Run 1, routing congestion map:
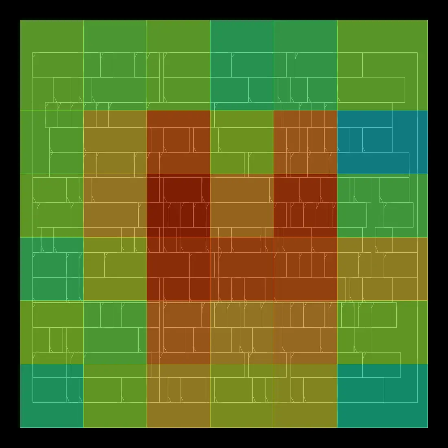
Run 1, the metal 2 layer:
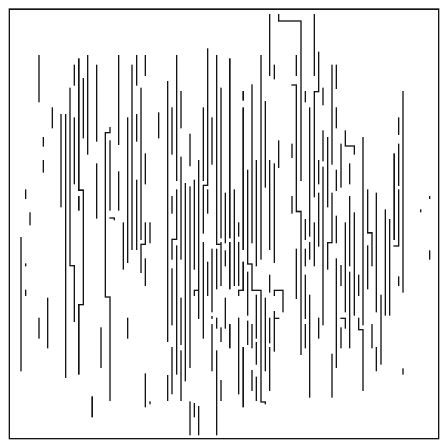
Run 1, M1 wires:
Cells faint in the background.
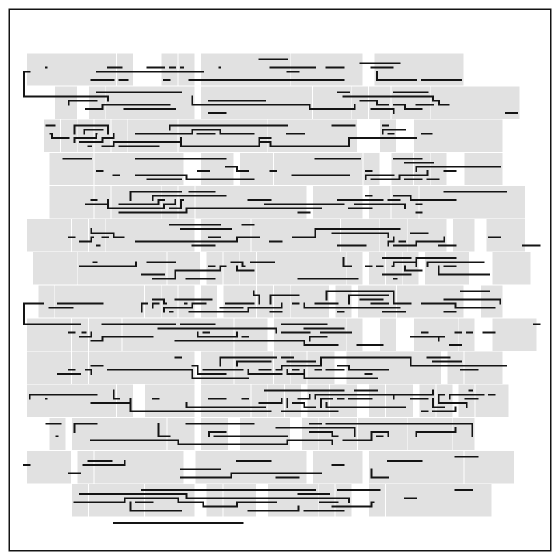
==> config.mk <==
export PLATFORM = sky130hd
export DESIGN_NAME = bootloader_ctrl
export DESIGN_NICKNAME = d
export VERILOG_FILES = /design/src/rtl/bootloader_ctrl.sv
export SDC_FILE = /design/constraint.sdc
export NUM_CORES = 1
export LEC_CHECK = 0
export ABC_AREA = 1
export CORE_UTILIZATION = 50
export CTS_BUF_LIST = sky130_fd_sc_hd__clkbuf_4
export DETAILED_ROUTE_END_ITERATION = 16
export PLACE_DENSITY = 0.79
export SETUP_SLACK_MARGIN = 0.2
export SYNTH_ARGS = -nofsm -noshare
export SYNTH_HDL_FRONTEND = slang
export SYNTH_SLANG_ARGS = --single-unit
==> constraint.sdc <==
create_clock -name clk_i -period 1.4 [get_ports clk_i]
set_input_delay 0.21 -clock clk_i [delete_from_list [all_inputs] [get_ports clk_i]]
set_output_delay 0.21 -clock clk_i [all_outputs]
set_load 0.01 [all_outputs]
==> src/rtl/bootloader_ctrl.sv <==
// ============================================================================
// Module   : bootloader_ctrl
// Purpose  : Loads the CPU instruction memory from slow asynchronous host pins,
//            issuing one single-cycle memory write per host strobe edge.
// Revision : 1.0 - initial release
// ============================================================================
`default_nettype none

module bootloader_ctrl #(
    parameter int REGISTER_WIDTH       = 4,
    parameter int MEMORY_ADDRESS_WIDTH = 4,
    parameter int MEMORY_REGISTERS     = 16,
    parameter int SYNC_STAGES          = 2
) (
    input  logic                            clk_i,
    input  logic                            reset_ni,
    input  logic                            prog_req_i,
    input  logic                            strobe_i,
    input  logic [REGISTER_WIDTH-1:0]       data_pins_i,
    output logic                            bl_programm_o,
    output logic [MEMORY_ADDRESS_WIDTH-1:0] bl_address_o,
    output logic [REGISTER_WIDTH-1:0]       bl_data_o,
    output logic                            bl_write_en_mem_o,
    output logic                            busy_o,
    output logic                            done_o
);

    typedef enum logic [1:0] {
        S_IDLE  = 2'd0,
        S_LOAD  = 2'd1,
        S_WRITE = 2'd2,
        S_DONE  = 2'd3
    } state_t;

    localparam logic [MEMORY_ADDRESS_WIDTH-1:0] c_LAST_ADDR =
        MEMORY_ADDRESS_WIDTH'(MEMORY_REGISTERS - 1);
    localparam logic [MEMORY_ADDRESS_WIDTH-1:0] c_ADDR_ONE =
        MEMORY_ADDRESS_WIDTH'(1);

    state_t                            r_state;
    state_t                            w_state_next;
    logic [SYNC_STAGES-1:0]            r_req_sync;
    logic [SYNC_STAGES-1:0]            r_strobe_sync;
    logic [REGISTER_WIDTH-1:0]         r_data_sync [SYNC_STAGES];
    logic                              r_strobe_prev;
    logic [MEMORY_ADDRESS_WIDTH-1:0]   r_addr;
    logic [REGISTER_WIDTH-1:0]         r_data;

    logic w_req;
    logic w_strobe;
    logic w_strobe_edge;
    logic w_latch;
    logic w_addr_inc;
    logic w_clear;

    assign w_req         = r_req_sync[SYNC_STAGES-1];
    assign w_strobe      = r_strobe_sync[SYNC_STAGES-1];
    assign w_strobe_edge = w_strobe & ~r_strobe_prev;

    // Data runs through the same depth as the strobe so both arrive together.
    always_ff @(posedge clk_i) begin
        if (!reset_ni) begin
            r_req_sync    <= '0;
            r_strobe_sync <= '0;
            r_strobe_prev <= 1'b0;
            for (int i = 0; i < SYNC_STAGES; i++) begin
                r_data_sync[i] <= '0;
            end
        end else begin
            r_req_sync    <= {r_req_sync[SYNC_STAGES-2:0], prog_req_i};
            r_strobe_sync <= {r_strobe_sync[SYNC_STAGES-2:0], strobe_i};
            r_strobe_prev <= w_strobe;
            r_data_sync[0] <= data_pins_i;
            for (int i = 1; i < SYNC_STAGES; i++) begin
                r_data_sync[i] <= r_data_sync[i-1];
            end
        end
    end

    always_ff @(posedge clk_i) begin
        if (!reset_ni) begin
            r_state <= S_IDLE;
            r_addr  <= '0;
            r_data  <= '0;
        end else begin
            r_state <= w_state_next;
            if (w_clear) begin
                r_addr <= '0;
                r_data <= '0;
            end else begin
                if (w_addr_inc) begin
                    r_addr <= r_addr + c_ADDR_ONE;
                end
                if (w_latch) begin
                    r_data <= r_data_sync[SYNC_STAGES-1];
                end
            end
        end
    end

    always_comb begin
        w_state_next = r_state;
        w_latch      = 1'b0;
        w_addr_inc   = 1'b0;
        w_clear      = 1'b0;
        case (r_state)
            S_IDLE: begin
                w_clear = 1'b1;
                if (w_req) begin
                    w_state_next = S_LOAD;
                end
            end
            S_LOAD: begin
                // A dropped request beats a coincident strobe edge.
                if (!w_req) begin
                    w_state_next = S_IDLE;
                    w_clear      = 1'b1;
                end else if (w_strobe_edge) begin
                    w_state_next = S_WRITE;
                    w_latch      = 1'b1;
                end
            end
            S_WRITE: begin
                if (r_addr == c_LAST_ADDR) begin
                    w_state_next = S_DONE;
                end else begin
                    w_state_next = S_LOAD;
                    w_addr_inc   = 1'b1;
                end
            end
            S_DONE: begin
                if (!w_req) begin
                    w_state_next = S_IDLE;
                    w_clear      = 1'b1;
                end
            end
            default: begin
                w_state_next = S_IDLE;
                w_clear      = 1'b1;
            end
        endcase
    end

    assign bl_programm_o     = (r_state != S_IDLE);
    assign bl_write_en_mem_o = (r_state == S_WRITE);
    assign busy_o            = (r_state == S_LOAD) || (r_state == S_WRITE);
    assign done_o            = (r_state == S_DONE);
    assign bl_address_o      = r_addr;
    assign bl_data_o         = r_data;

endmodule

`default_nettype wire

==> deck_impl_summary.md, run 1 <==
Physical Implementation Snapshot

Outcome
  – Status: finished, final reports clean

Setup path
  – Data arrival, critical path: 1.13 ns
  – FF-to-FF Start: r_state[0]
  – Largest stage delay on the critical path: 0.40 ns
  – Critical path required time: 1.19 ns
  – R2r setup slk: 0.11 ns
  – Setup crit end kind: primary output

Power and ir drop
  – Seq group: 0.000683 W
  – Clk network pwr share: 25.7%
  – Net Sw Frac: 26.7%
  – Pwr Total: 0.00120 W
  – VDD IR max: 0.863 mV
  – Comb power: 0.000209 W
  – Max power group: registers
  – Pwr/cell area: 867 nW/µm²
  – Clk power: 0.000309 W

GRT
  – Number of global-route vias before repair: 664
  – GRT Residual Overflow: 0
  – First-pass GRT wire length: 2.89 mm
  – Largest net degree at the start of global routing: 15
  – GR Util All Layers: 20.3%
  – Initial antenna violation count: 0

Clock network
  – TritonCTS clock tree: yes
  – Worst-Skew Late Latency: 0.31 ns
  – CTS Hold Bufs: 0
  – Clock root cell: clkbuf_4
  – Resized cells post-CTS: 50
  – Clk pin slew, worst setup/hold paths: 0.13 ns
  – Num CTS Buffers: 3

Min path
  – Worst hold path class: in -> reg

STA
  – Final hold vios: 0
  – RSZ-0062 raised after global routing: yes
  – Setup Viol. Count Final: 0
  – FMAX: 748 MHz
  – Final Skew: 0.00205 ns

Finish
  – Fin cells: 172
  – Filler instances: 79
  – Fin area: 1390 µm²
  – Area Overhead vs Synth: 54.6%
  – Final #Nets: 163
  – Ant diodes: 0
  – Commonest Layout Cell: nand2_1

Logic synthesis
  – Synth top cell by count: nand2_1
  – Dominant cell area share: 51.4%
  – Synth top area cells: dfxtp_1 51%, nand2_1 16%, inv_1 10%
  – Synth mux share: 0%
  – Syn Std Cell Area: 896 µm²
  – Yosys warns: 0
  – EDFF count, synth: 0
  – Synth area leader: dfxtp_1
  – Syn Area/Cell: 7.79 µm²
  – Chip area in the Yosys report: 896 µm²
  – Simple Share, Synth: 21.6%
  – Post-synth top cells: 37 x nand2_1, 24 x inv_1, 23 x dfxtp_1
  – Xor+xnor area frac: 0%
  – Synth Net Count: 129

Floorplan
  – Die ar.: 1970 µm²
  – Die Ht: 44.3 µm
  – Init Core Util: 56.2%
  – Rows: 14
  – Core box area: 1590 µm²

Place
  – Buffers on Ports: 19
  – Detailed Place HPWL: 1.06 mm
  – Post-DP Area: 1140 µm²

Job
  – Max-cap violations: 0
Notes on 'routing congestion map' above:
WL per Instance: 13.4 µm
Util after Layout: 86.9%
met1 Use GR: 24.4%
met2 usage: 36.8%

Notes on 'the metal 2 layer' above:
The wires run mostly vertical. The layer holds 54% of the routed length. 130 nets have wire on it. The layer carries 1240 µm of wire. The longest straight run is 27.2 µm.

Notes on 'M1 wires' above:
142 nets have wire on it. The layer carries 965 µm of wire. The wires run mostly horizontal. The longest straight run is 14.3 µm.

[run 1: critical path, delay by kind of cell (launching register included)]
family	cells	cell delay (ns)
flops	1	0.40
fa+ha+maj	1	0.27
buf+inv	2	0.15
[run 1: per-stage QoR]
stage          setup slack (ns)  hold WS [ns]  TNS (ns)  util (%)
5_1_grt                  0.0306         0.405         0      86.9
3_3_place_gp            0.00966         0.394         0      71.4
6_report                 0.0629         0.408         0      86.9
3_5_place_dp            -0.0224         0.395   -0.0412      71.4
4_1_cts                  0.0393         0.419         0      79.0
2_1_floorplan             0.184         0.303         0         -
[run 1: worst min-delay path by stage]
stage | start | end | cells past startpoint
4_1_cts | data_pins_i[3] | r_data_sync[0][3] | 3
3_5_place_dp | r_data_sync[0][2] | r_data_sync[1][2] | 2
3_3_place_gp | r_data_sync[0][0] | r_data_sync[1][0] | 2
5_1_grt | strobe_i | r_strobe_sync[0] | 3
2_1_floorplan | reset_ni | r_data_sync[0][3] | 2
6_report | data_pins_i[1] | r_data_sync[0][1] | 3
[run 1: per-layer routing]
metal  vias to the layer above  track usage (%)  part of all wire, %  wire length [µm]
li1                        407                -                    -                 -
met1                       384             24.4                   42               964
met2                        30             36.8                   54              1240
met3                         2             4.08                  3.1                72
met4                         0             5.45                  1.2                28
met5                         -                0                    0                 0
[run 1: registers in the layout (all words and copies together), names as in the netlist]
name / cells
bl_address_o: 4
r_strobe_prev: 1
r_req_sync: 2
r_state: 2
bl_data_o: 4
r_data_sync: 8
r_strobe_sync: 2
[run 1: area by class of cell]
cell class                      instances  area, µm²  area share, %
Clock buffer                            3       22.5           1.63
Clock inverter                          1       5.00          0.361
Inverter                               25       98.8           7.14
Multi-Input combinational cell         66        465           33.6
Sequential cell                        23        475           34.3
Tap cell                               24       30.0           2.17
Timing Repair Buffer                   30        288           20.8
Run 1, cell area per tile:
The bar under the picture is 10 µm long. The die is cut into 9 by 9 equal tiles; dark blue is low, red is high, 0 to 100% covered.
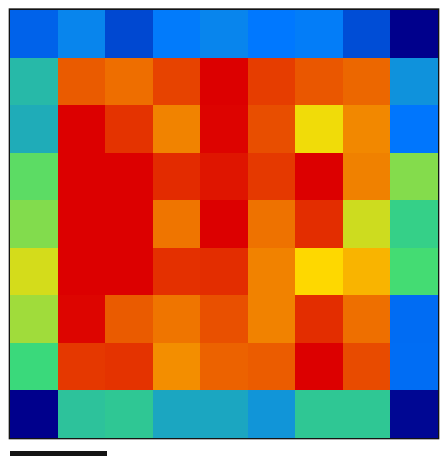

==> inputs of run 2 (changes only) <==
--- a/config.mk
+++ b/config.mk
@@ -6,10 +6,10 @@
 export NUM_CORES = 1
 export LEC_CHECK = 0
 export ABC_AREA = 1
-export CORE_UTILIZATION = 50
+export CORE_UTILIZATION = 52
 export CTS_BUF_LIST = sky130_fd_sc_hd__clkbuf_4
 export DETAILED_ROUTE_END_ITERATION = 16
-export PLACE_DENSITY = 0.79
+export PLACE_DENSITY = 0.86
 export SETUP_SLACK_MARGIN = 0.2
 export SYNTH_ARGS = -nofsm -noshare
 export SYNTH_HDL_FRONTEND = slang
==> constraint.sdc (replaced) <==
create_clock -name clk_i -period 1.57 [get_ports clk_i]
set_input_delay 0.2355 -clock clk_i [delete_from_list [all_inputs] [get_ports clk_i]]
set_output_delay 0.2355 -clock clk_i [all_outputs]
set_load 0.05 [all_outputs]
Run 2, cell area per tile:
The bar under the picture is 10 µm long. The die is cut into 9 by 9 equal tiles; dark blue is low, red is high, 0 to 100% covered.
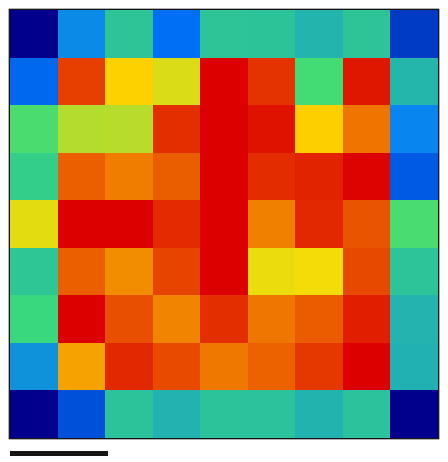
The densest ninth of the die: centre. The mean over all tiles is 68%. 53% of the tiles are over 75% full. The fullest tile reaches 100%.
Util after Layout: 83.8%
core box area: 1560 µm²

Run 2, routing congestion map:
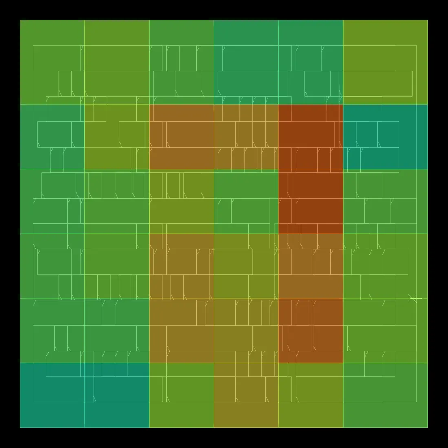
M3 GR Usage: 3.75%
global route hottest layer: met2
met1 Use GR: 21.6%
WL per Instance: 10.3 µm
GR Util All Layers: 18.4%

Run 2, cell sizes after repair:
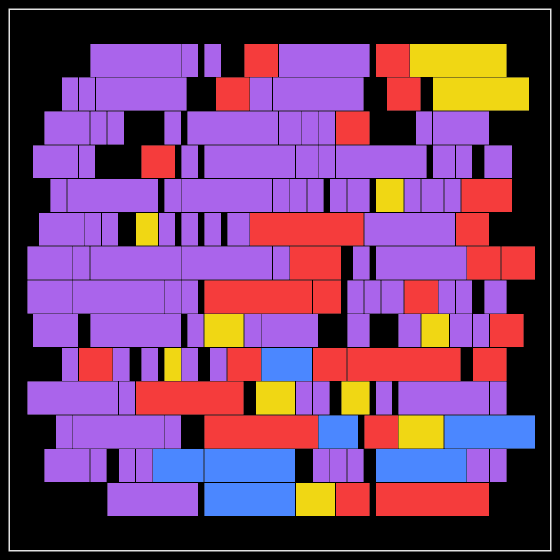
_0 and _1 cells: drawn in purple, cells 100, share 69%. _2 cells: drawn in yellow, cells 11, share 7.6%. _6 and larger: drawn in blue, cells 7, share 4.9%. _3 and _4 cells: drawn in red, cells 26, share 18%.
PnR worst setup slack: 0.197 ns
fin area: 1310 µm²
Area Overhead vs Synth: 45.8%
Non-clock buffers: 26

==> run 2 against run 1 <==
  * The flow now finishes with violations (DRC)
  * Register-to-register slack better by 0.14 ns
  * Synthesized area unchanged
  * Setup slack better by 0.13 ns
  * Critical path depth unchanged
  * Clock power down 16%
  * Sequential share of layout area up 1.7 points
  * Sequential power down about 10%
  * Worst hold slack better by 0.016 ns
  * Via count down 9.5%
  * Critical path type unchanged
==> deck_impl_summary.md, run 2 <==
Physical Implementation Snapshot

Finish
  – Register area: 470 µm² (was 475 µm²)
  – Combinational Area: 413 µm² (was 465 µm²)
  – Final #Nets: 159 (was 163)
  – Commonest Layout Cell: nand2_1 (unchanged)
  – Ant diodes: 0 (unchanged)
  – Largest reg by FF count: r_data_sync (unchanged)
  – Fin cells: 160 (was 172)
  – Number of flip-flops in the largest register: 8 (unchanged)
  – Filler instances: 81 (was 79)

Clock network
  – Clock root cell: clkbuf_4 (unchanged)
  – Clk pin slew, worst setup/hold paths: 0.12 ns (was 0.13 ns)
  – Worst-Skew Late Latency: 0.30 ns (was 0.31 ns)
  – TritonCTS clock tree: yes (unchanged)
  – CTS Hold Bufs: 0 (unchanged)
  – Num CTS Buffers: 3 (unchanged)
  – H-tree depth: 1 (unchanged)

Place
  – Post-DP Area: 1140 µm² (about the same)
  – Place WS: 0.249 ns (was -0.0224 ns)
  – Buffers on Ports: 19 (unchanged)
  – Detailed Place HPWL: 1.09 mm (was 1.06 mm)
  – Gp weighted congestion: 0.712 (was 0.799)

Logic synthesis
  – Syn Area/Cell: 7.79 µm² (unchanged)
  – Chip area in the Yosys report: 896 µm² (unchanged)
  – Xor+xnor area frac: 0% (unchanged)
  – Synth top cell by count: nand2_1 (unchanged)
  – Simple Share, Synth: 21.6% (unchanged)
  – EDFF count, synth: 0 (unchanged)
  – Post-synth top cells: 37 x nand2_1, 24 x inv_1, 23 x dfxtp_1 (unchanged)
  – Yosys cell count: 115 (unchanged)
  – Commonest flop: dfxtp_1 (unchanged)
  – Synth Net Count: 129 (unchanged)
  – Synth area leader: dfxtp_1 (unchanged)
  – Synth mux share: 0% (unchanged)
  – Fraction of registers with async set/reset: 0% (unchanged)
  – Syn Std Cell Area: 896 µm² (unchanged)
  – Synth top area cells: dfxtp_1 51%, nand2_1 16%, inv_1 10% (unchanged)
  – Dominant cell area share: 51.4% (unchanged)
  – Yosys warns: 0 (unchanged)
  – Register area share after synthesis: 51.4% (unchanged)

Min path
  – Worst hold path class: reg -> reg (was in -> reg)
  – Hold worst-path end: r_data_sync[1][2] (was r_data_sync[0][1])
  – HP Start: r_data_sync[0][2] (was data_pins_i[1])
  – Hold depth: 2 (was 3)

STA
  – Final TNS setup: 0 ns (unchanged)
  – Final hold vios: 0 (unchanged)
  – Hold WS: 0.425 ns (was 0.408 ns)
  – Final slew viol count: 0 (unchanged)
  – Setup Viol. Count Final: 0 (unchanged)
  – RSZ-0062 raised after global routing: yes (unchanged)
  – Final Skew: 0.00157 ns (was 0.00205 ns)
  – FMAX: 728 MHz

Power and ir drop
  – Net Sw Frac: 26.1% (was 26.7%)
  – Pwr Total: 0.00107 W (was 0.00120 W)
  – Clk network pwr share: 24.3% (was 25.7%)
  – VDD IR max: 0.766 mV (was 0.863 mV)
  – Pwr/cell area: 821 nW/µm² (was 867 nW/µm²)

Setup path
  – CP Class: reg -> out (unchanged)
  – Crit path buf inv count: 2 (unchanged)
  – Largest stage delay on the critical path: 0.39 ns (was 0.40 ns)
  – R2r setup slk: 0.25 ns (was 0.11 ns)
  – Data arrival, critical path: 1.14 ns (was 1.13 ns)
  – Setup crit end kind: primary output (unchanged)
  – FF-to-FF Start: r_state[0] (unchanged)
  – Critical path required time: 1.33 ns (was 1.19 ns)
  – Stages on worst setup path: 3 (unchanged)
  – Crit-path leading delay family: flip-flops (unchanged)

Floorplan
  – Rows: 14 (unchanged)
  – Die Ht: 43.5 µm (was 44.3 µm)
  – IO Pins: 20 (unchanged)
  – Die ar.: 1890 µm² (was 1970 µm²)
  – Init Core Util: 57.5% (was 56.2%)

GRT
  – Initial antenna violation count: 0 (unchanged)
  – Number of global-route vias before repair: 666 (was 664)
  – Largest net degree at the start of global routing: 15 (unchanged)
  – First-pass GRT wire length: 2.68 mm (was 2.89 mm)
  – GRT Residual Overflow: 0 (unchanged)

Job
  – OpenROAD warning count: 32 (was 33)
  – Max-cap violations: 0 (unchanged)

Detailed routing
  – Drc violations: 2 (was 0)

Outcome
  – Status: finished with violations (was finished, final reports clean)
  – Violated checks: DRC
## run 2: cell counts after synthesis
No cell type changed its count.
## run 2: per-layer routing
metal	GRT usage [%]	vias to the layer above	part of all wire [%]
li1	-	398	-
met1	21.6	331	45
met2	35.2	16	52
met3	3.75	0	2.9
met4	1.88	0	0
met5	0	-	0
## run 2: kinds of logic (layout without fill, tap and decap cells)
group,after synthesis,in the layout
AOI/OAI and AO/OA,12,12
buffers and inverters,26,55
and+or+nand+nor,48,48
adders and majority gates,6,6
DFF,23,23
## run 2: power by group through the flow
stage / Clock (W) / Sequential (W) / Combinational, W
floorplan: 0 / 0.000626 / 0.0000832
global placement: 0 / 0.000627 / 0.000143
detailed placement: 0 / 0.000627 / 0.000146
CTS: 0.000269 / 0.000611 / 0.000177
global route: 0.000291 / 0.000615 / 0.000213
finish: 0.000261 / 0.000613 / 0.000198
## run 2: final cells by class
class | count | share of cell area [%]
Tap cell | 16 | 1.53
Inverter | 25 | 8.05
Clock buffer | 3 | 1.72
Clock inverter | 1 | 0.383
Sequential cell | 23 | 36.0
Timing Repair Buffer | 26 | 20.7
Multi-Input combinational cell | 66 | 31.6
## run 2: worst register-to-register path: stages (launching register included)
cell and delay (ns):
dfxtp_4 0.38, buf_6 0.13, ha_4 0.16, nand2_4 0.06, inv_1 0.04, nand2_1 0.07
nand2_2 0.09, nor2_4 0.12, nand2_1 0.07, a21oi_2 0.13
## run 2: timing repair
item / in CTS / in global routing
buffers inserted: 4 / 2
pin swaps: 1 / 4
gates resized: 11 / 10
endpoints found under the setup margin: 3 / 12
hold endpoints to repair: 0 / 0
Power is estimated from default activity; no workload was simulated.
